`src/rtl/pc_seq_if.sv`:
```
// Handshake bundle between the fetch/execute sequencer and its environment
// (instruction memory, decoder and execute datapath).
interface pc_seq_if;
  logic        start;
  logic        imem_ready;
  logic [36:0] imem_rdata;
  logic        ex_done;
  logic        branch;
  logic        jump;
  logic        zero;
  logic        is_bne;
  logic        halt_instr;
  logic [15:0] immediate;
  logic [25:0] jump_address;

  logic [9:0]  pc;
  logic        imem_req;
  logic [9:0]  imem_addr;
  logic [36:0] ir;
  logic        ex_start;
  logic [15:0] retire_count;
  logic [2:0]  state;
  logic        fault;

  modport master (
    input  start, imem_ready, imem_rdata, ex_done, branch, jump, zero, is_bne,
           halt_instr, immediate, jump_address,
    output pc, imem_req, imem_addr, ir, ex_start, retire_count, state, fault
  );

  modport slave (
    output start, imem_ready, imem_rdata, ex_done, branch, jump, zero, is_bne,
           halt_instr, immediate, jump_address,
    input  pc, imem_req, imem_addr, ir, ex_start, retire_count, state, fault
  );
endinterface

```
`src/rtl/pc_sequencer.sv`:
```
// Multi-cycle fetch/decode/execute sequencer owning the 10-bit program counter.
// The PC advances only when an instruction retires (ex_done in EXECUTE).
module pc_sequencer #(
  parameter logic [9:0] PROGRAM_LOAD_ADDRESS = 10'h200,
  parameter int         FETCH_TIMEOUT        = 255
) (
  input  logic      clk,
  input  logic      reset,
  pc_seq_if.master  bus
);

  typedef enum logic [2:0] {
    IDLE    = 3'd0,
    FETCH   = 3'd1,
    DECODE  = 3'd2,
    EXECUTE = 3'd3,
    HALTED  = 3'd4,
    FAULT   = 3'd5
  } state_t;

  // Wait count value on the last permitted FETCH cycle before faulting.
  localparam logic [7:0] TIMEOUT_LAST = 8'(FETCH_TIMEOUT - 1);

  state_t      state_reg, state_next;
  logic [9:0]  pc_reg, pc_next;
  logic [36:0] ir_reg;
  logic [15:0] retire_reg;
  logic [7:0]  wait_reg;

  logic        fetch_accept;
  logic        fetch_expire;
  logic        retire;
  logic        branch_taken;
  logic [15:0] branch_offset;
  logic        unused_bits;

  assign fetch_accept  = (state_reg == FETCH) && bus.imem_ready;
  assign fetch_expire  = (state_reg == FETCH) && !bus.imem_ready && (wait_reg == TIMEOUT_LAST);
  assign retire        = (state_reg == EXECUTE) && bus.ex_done;
  assign branch_taken  = bus.branch && ((bus.zero && !bus.is_bne) || (!bus.zero && bus.is_bne));
  assign branch_offset = {bus.immediate[15], bus.immediate[15], bus.immediate[13:0]};
  assign unused_bits   = ^{bus.jump_address[25:10], branch_offset[15:10]};

  always_ff @(posedge clk) begin
    if (reset) begin
      state_reg <= IDLE;
    end else begin
      state_reg <= state_next;
    end
  end

  always_comb begin
    state_next = state_reg;
    case (state_reg)
      IDLE:    if (bus.start) state_next = FETCH;
      FETCH: begin
        if (fetch_accept) begin
          state_next = DECODE;
        end else if (fetch_expire) begin
          state_next = FAULT;
        end
      end
      DECODE:  state_next = EXECUTE;
      EXECUTE: if (bus.ex_done) state_next = bus.halt_instr ? HALTED : FETCH;
      default: state_next = state_reg;
    endcase
  end

  // Jump beats a taken branch; all arithmetic wraps in the 10-bit space.
  always_comb begin
    pc_next = pc_reg + 10'd1;
    if (bus.jump) begin
      pc_next = bus.jump_address[9:0];
    end else if (branch_taken) begin
      pc_next = pc_reg + branch_offset[9:0];
    end
  end

  always_ff @(posedge clk) begin
    if (reset) begin
      pc_reg     <= PROGRAM_LOAD_ADDRESS;
      ir_reg     <= '0;
      retire_reg <= '0;
      wait_reg   <= '0;
    end else begin
      if (fetch_accept) begin
        ir_reg <= bus.imem_rdata;
      end
      if (retire) begin
        pc_reg     <= pc_next;
        retire_reg <= retire_reg + 16'd1;
      end
      // Zero whenever outside FETCH, so every FETCH entry starts from a clean count.
      if ((state_reg == FETCH) && !bus.imem_ready) begin
        wait_reg <= wait_reg + 8'd1;
      end else begin
        wait_reg <= '0;
      end
    end
  end

  always_comb begin
    bus.pc           = pc_reg;
    bus.imem_addr    = pc_reg;
    bus.ir           = ir_reg;
    bus.retire_count = retire_reg;
    bus.state        = state_reg;
    bus.imem_req     = 1'b0;
    bus.ex_start     = 1'b0;
    bus.fault        = 1'b0;
    case (state_reg)
      FETCH:   bus.imem_req = 1'b1;
      DECODE:  bus.ex_start = 1'b1;
      FAULT:   bus.fault    = 1'b1;
      default: ;
    endcase
  end

endmodule

```
`src/flat_wrapper.sv`:
```
// flat-port wrapper written by rule: the top's interface ports become plain ports
module pc_sequencer_flat 
#(
  parameter logic [9:0] PROGRAM_LOAD_ADDRESS = 10'h200,
  parameter int         FETCH_TIMEOUT        = 255
)
  (clk, reset, bus_start, bus_imem_ready, bus_imem_rdata, bus_ex_done, bus_branch, bus_jump, bus_zero, bus_is_bne, bus_halt_instr, bus_immediate, bus_jump_address, bus_pc, bus_imem_req, bus_imem_addr, bus_ir, bus_ex_start, bus_retire_count, bus_state, bus_fault);
  pc_seq_if bus_i ();
  input  logic clk;
  input  logic reset;
  input wire logic [$bits(bus_i.start)-1:0] bus_start;
  input wire logic [$bits(bus_i.imem_ready)-1:0] bus_imem_ready;
  input wire logic [$bits(bus_i.imem_rdata)-1:0] bus_imem_rdata;
  input wire logic [$bits(bus_i.ex_done)-1:0] bus_ex_done;
  input wire logic [$bits(bus_i.branch)-1:0] bus_branch;
  input wire logic [$bits(bus_i.jump)-1:0] bus_jump;
  input wire logic [$bits(bus_i.zero)-1:0] bus_zero;
  input wire logic [$bits(bus_i.is_bne)-1:0] bus_is_bne;
  input wire logic [$bits(bus_i.halt_instr)-1:0] bus_halt_instr;
  input wire logic [$bits(bus_i.immediate)-1:0] bus_immediate;
  input wire logic [$bits(bus_i.jump_address)-1:0] bus_jump_address;
  output wire logic [$bits(bus_i.pc)-1:0] bus_pc;
  output wire logic [$bits(bus_i.imem_req)-1:0] bus_imem_req;
  output wire logic [$bits(bus_i.imem_addr)-1:0] bus_imem_addr;
  output wire logic [$bits(bus_i.ir)-1:0] bus_ir;
  output wire logic [$bits(bus_i.ex_start)-1:0] bus_ex_start;
  output wire logic [$bits(bus_i.retire_count)-1:0] bus_retire_count;
  output wire logic [$bits(bus_i.state)-1:0] bus_state;
  output wire logic [$bits(bus_i.fault)-1:0] bus_fault;
  assign bus_i.start = bus_start;
  assign bus_i.imem_ready = bus_imem_ready;
  assign bus_i.imem_rdata = bus_imem_rdata;
  assign bus_i.ex_done = bus_ex_done;
  assign bus_i.branch = bus_branch;
  assign bus_i.jump = bus_jump;
  assign bus_i.zero = bus_zero;
  assign bus_i.is_bne = bus_is_bne;
  assign bus_i.halt_instr = bus_halt_instr;
  assign bus_i.immediate = bus_immediate;
  assign bus_i.jump_address = bus_jump_address;
  assign bus_pc = bus_i.pc;
  assign bus_imem_req = bus_i.imem_req;
  assign bus_imem_addr = bus_i.imem_addr;
  assign bus_ir = bus_i.ir;
  assign bus_ex_start = bus_i.ex_start;
  assign bus_retire_count = bus_i.retire_count;
  assign bus_state = bus_i.state;
  assign bus_fault = bus_i.fault;
  pc_sequencer #(.PROGRAM_LOAD_ADDRESS(PROGRAM_LOAD_ADDRESS), .FETCH_TIMEOUT(FETCH_TIMEOUT)) u_core (.clk(clk), .reset(reset), .bus(bus_i));
endmodule
```
`config.mk`:
```
export PLATFORM = sky130hd
export DESIGN_NAME = pc_sequencer_flat
export DESIGN_NICKNAME = d
export VERILOG_FILES = /design/src/rtl/pc_seq_if.sv /design/src/rtl/pc_sequencer.sv /design/src/flat_wrapper.sv
export SDC_FILE = /design/constraint.sdc
export NUM_CORES = 1
export LEC_CHECK = 0
export CORE_MARGIN = 5
export CORE_UTILIZATION = 36
export DETAILED_ROUTE_END_ITERATION = 7
export PLACE_DENSITY = 0.72
export SLEW_MARGIN = 0
export SYNTH_ARGS = -nofsm -noshare
export SYNTH_HDL_FRONTEND = slang
export SYNTH_SLANG_ARGS = --single-unit
```
`constraint.sdc`:
```
create_clock -name clk -period 3.15 [get_ports clk]
set_clock_uncertainty 0.1 [all_clocks]
set_input_delay 0.63 -clock clk [delete_from_list [all_inputs] [get_ports clk]]
set_output_delay 0.63 -clock clk [all_outputs]
set_load 0.01 [all_outputs]
```
Figure 1. Port wiring (run 1).
Drawn at 2 px/um.
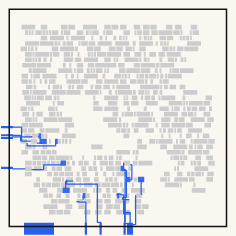
- blue: bus_jump_address (bits 26; direction input; edge 22 bottom, 4 left; end cells 10; wire 277 um)
count of input and output buffers: 145
number of primary I/O pins: 168

Figure 2. Cell outlines without signal wires (run 1).
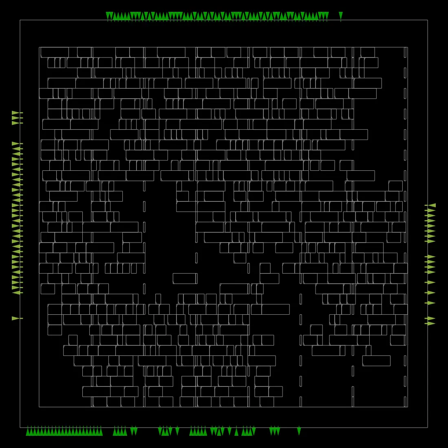
number of well taps: 129
fraction of standard cell area that is sequential: 0.284
final cell utilization of the core: 0.562
# fillers: 871

Figure 3. Pin placement (run 1).
Drawn at 4 px/um. Pins as bars across the die edge, other pins in grey.
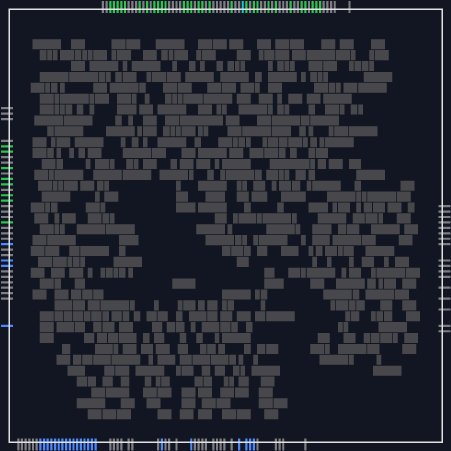
- cyan: bus_imem_ready (pins 1; direction input; edge top)
- green: bus_ir (pins 37; direction output; edge 29 top, 8 left)
- blue: bus_jump_address (pins 26; direction input; edge 22 bottom, 4 left)
horizontal die dimension: 108 um
die y size: 108 um

Figure 4. Signal wires on met2 (run 1).
Drawn at 4 px/um.
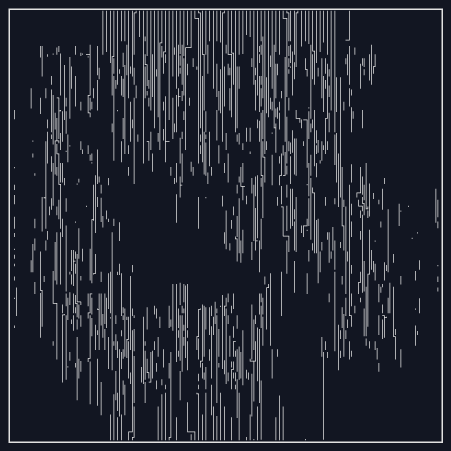
- nets with wire on the layer: 537
- wire length on this layer: 5000 um
vias after detailed routing: 3392
met2 track demand over resource: 0.294
routed wire length: 9900 um

==> flow_summary.json, run 1 <==
{
  "worstPathCellList": "clkdlybuf4s50_1 -> xor2_2 -> buf_4 -> and3_1 -> ha_1 -> and3_1 -> a22o_1 -> o31a_1 -> or3_1 -> nand3_1 -> a211oi_1",
  "sw_frac_of_total": 0.282,
  "netlist_logic_family_top": "simple AND/OR/NAND/NOR gates",
  "worstRegToRegCells": 8,
  "layoutNonFillerInstCount": 698,
  "globalRoute.totalOverflow": 0,
  "drt_pre_antenna_iters": 4,
  "synth.yosys.num_cells": 426,
  "hold_ws_ps": 355,
  "number_of_buffers_inserted_by_hold_repair_at_cts": 0,
  "cts-buffers-inserted": 9,
  "power-top-group": "sequential cells",
  "crit-reg2reg-capture": "u_core.bus.imem_addr[6]$_SDFFE_PP0P_",
  "xor_xnor_cell_area_share_of_the_yosys_netlist": 0.0661,
  "timing.critical_path.from": "bus_zero",
  "nNetsFinal": 666,
  "worst_path_dominant_cell_family": "simple AND/OR/NAND/NOR gates",
  "setup_ws_ps": 159,
  "synth.distinct_cells": 43,
  "timing.hold.worst.class": "reg2reg",
  "clkLatencyLatePin_ps": 340,
  "vias_cell": 4.86,
  "globalRouteTotalUtil": 0.171,
  "cts_htree_levels": 3,
  "worst_path_max_delay_cell": "sky130_fd_sc_hd__clkdlybuf4s50_1",
  "fmax_mhz": 334,
  "worst_relative_slew_slack": 0.670,
  "timing.max_cap.violations": 0,
  "combinationalPowerShare": 0.208,
  "routabilityCongestion": 0.872,
  "stages_on_the_worst_setup_path": 11,
  "slew_at_the_pin_closest_to_its_max_slew_limit_ps": 496,
  "wire_length_of_the_first_global_routing_pass_um": 16000,
  "synth_chip_area_um2": 3450,
  "arrival_ps": 3110,
  "core_um2": 9280,
  "leakagePower_nw": 1.96,
  "status": "complete, no violations",
  "power-per-cell-area_nw_per_um2": 428,
  "synthFlopType": "sky130_fd_sc_hd__dfxtp_1",
  "fa_ha_area_frac": 0.0494,
  "area_growth_pct": 51.4
}
run 1: layout make-up:
| cell class | count | area (um2) |
|---|---|---|
| fillers | 871 | 4070 |
| multi-input cells | 316 | 1810 |
| repair buffers | 160 | 1560 |
| flip-flops and latches | 74 | 1480 |
| well taps | 129 | 161 |
| clock buffers | 10 | 128 |
| clock inverters | 6 | 65.1 |
| inverters | 3 | 11.3 |
run 1: layout by cell type, fill, tap and decap left out, types with 3 or more instances in the layout:
cell	count
sky130_fd_sc_hd__a211oi_1	6
sky130_fd_sc_hd__a21o_1	3
sky130_fd_sc_hd__a21oi_1	46
sky130_fd_sc_hd__a31oi_1	3
sky130_fd_sc_hd__and3_1	14
sky130_fd_sc_hd__and4_1	3
sky130_fd_sc_hd__buf_4	15
sky130_fd_sc_hd__clkbuf_8	9
sky130_fd_sc_hd__clkdlybuf4s50_1	144
sky130_fd_sc_hd__dfxtp_1	74
sky130_fd_sc_hd__ha_1	12
sky130_fd_sc_hd__inv_1	3
sky130_fd_sc_hd__nand2_1	96
sky130_fd_sc_hd__nand2b_1	3
sky130_fd_sc_hd__nand3_1	14
sky130_fd_sc_hd__nor2_1	43
sky130_fd_sc_hd__nor3_1	8
sky130_fd_sc_hd__o21ai_0	8
sky130_fd_sc_hd__xnor2_1	7
sky130_fd_sc_hd__xor2_1	18
run 1: routing by layer:
layer | share of wire | wire (um) | global-route usage | up-vias
li1 | - | - | - | 1710
met1 | 0.42 | 4110 | 0.198 | 1566
met2 | 0.51 | 5000 | 0.294 | 91
met3 | 0.054 | 530 | 0.0492 | 25
met4 | 0.026 | 258 | 0.0694 | 0
met5 | 0 | 0 | 0 | -
Figure 5. Metal layers overlaid (run 1).
Drawn at 2 px/um. Two of the layers only.
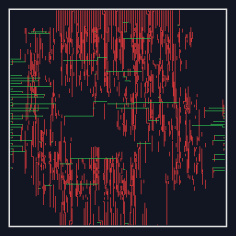

## Run 2: what changed since run 1
SETUP_SLACK_MARGIN = 0.3   (was unset)
clock period = 3.9 ns   (was 3.15 ns; I/O delays follow)
Figure 6. Metal layers overlaid (run 2).
Drawn at 2 px/um. Two of the layers only.
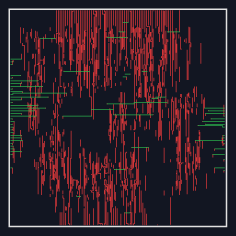
- red: metal 2 (wire length 5120 um)
- green: metal 3 (wire length 452 um)
vias after detailed routing: 3345
wire length per cell after detailed routing: 14.3 um

==> run 2 against run 1 <==
Net effect: setup slack gained 390 ps; via count shrank 1.4%; combinational power shrank about 20%; cell area shrank 0.86%; global-route usage shrank 0.35 points; final cell count shrank 1.1%; register-to-register slack gained 550 ps; sequential share of layout area grew 0.25 points; utilization shrank 0.49 points; flip-flop count is the same; critical endpoint is now u_core.bus.imem_addr[8]$_SDFFE_PP0P_; largest cell class unchanged; largest power group unchanged.
==> flow_summary.json, run 2 <==
{
  "globalRoute.totalOverflow": 0,
  "clkLatencyLatePin_ps": 340,
  "drt_pre_antenna_iters": 4,
  "timing.hold.worst.class": "reg2reg",
  "status": "complete, no violations",
  "wire_length_of_the_first_global_routing_pass_um": 15700,
  "worstRegToRegCells": 8,
  "sequential_cell_area_um2": 1480,
  "vias_cell": 4.85,
  "power-top-group": "sequential cells",
  "setup_ws_ps": 545,
  "synth.distinct_cells": 43,
  "number_of_buffers_inserted_by_hold_repair_at_cts": 0,
  "cts_htree_levels": 3,
  "combinationalPowerShare": 0.197,
  "routabilityCongestion": 0.865,
  "floorplan.tapcells": 129,
  "non_clock_buffer_area_share": 0.290,
  "fmax_mhz": 298,
  "crit-reg2reg-capture": "u_core.bus.imem_addr[8]$_SDFFE_PP0P_",
  "seq_cells": 74
}
Figure 7. Signal wires on met2 (run 2).
Drawn at 4 px/um.
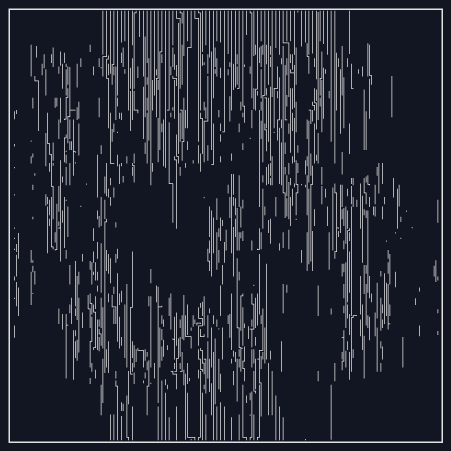
- longest straight run: 43.5 um
- main direction: vertical
- nets with wire on the layer: 533
- wire length on this layer: 5120 um
routed wire length: 9850 um
met2 track demand over resource: 0.295

==> run 2: netlist changes by cell type in the layout (fill, tap and decap cells not counted), sizes merged <==
cell,previous run,this run
buf,16,8
clkinvlp,1,2
bufinv,1,2
clkinv,3,1
==> run 2: metrics by stage <==
stage                     hold WS (ps)  instances
final                              356        690
after CTS                          357        690
after floorplan                    353        426
after global routing               372        690
after detailed placement           345        674
after global placement             341        674
==> run 2: routing by layer <==
| metal | wire length (um) | vias to the layer above | global-route usage | part of all wire |
|---|---|---|---|---|
| li1 | - | 1702 | - | - |
| met1 | 4140 | 1551 | 0.197 | 0.42 |
| met2 | 5120 | 80 | 0.295 | 0.52 |
| met3 | 451 | 12 | 0.0432 | 0.046 |
| met4 | 143 | 0 | 0.0541 | 0.015 |
| met5 | 0 | - | 0 | 0 |
==> run 2: critical path, stage by stage <==
cell and delay (ps):
sky130_fd_sc_hd__clkdlybuf4s50_1 470, sky130_fd_sc_hd__xor2_1 180, sky130_fd_sc_hd__and2_1 190, sky130_fd_sc_hd__nand2b_1 70, sky130_fd_sc_hd__ha_1 200, sky130_fd_sc_hd__fa_1 430
sky130_fd_sc_hd__a211oi_1 350, sky130_fd_sc_hd__nor2_1 120, sky130_fd_sc_hd__nor4_1 280, sky130_fd_sc_hd__or4_1 170, sky130_fd_sc_hd__and4_1 180, sky130_fd_sc_hd__nor3_1 50
==> run 2: logic make-up after synthesis <==
kind of cell | Yosys count | synth area share
compound gates | 79 | 0.142
xor+xnor | 26 | 0.0661
fa+ha+maj | 13 | 0.0494
buf+inv | 36 | 0.0515
flops | 74 | 0.430
mux | 2 | 0.00581
simple gates | 196 | 0.256
Power is estimated from default activity; no workload was simulated.
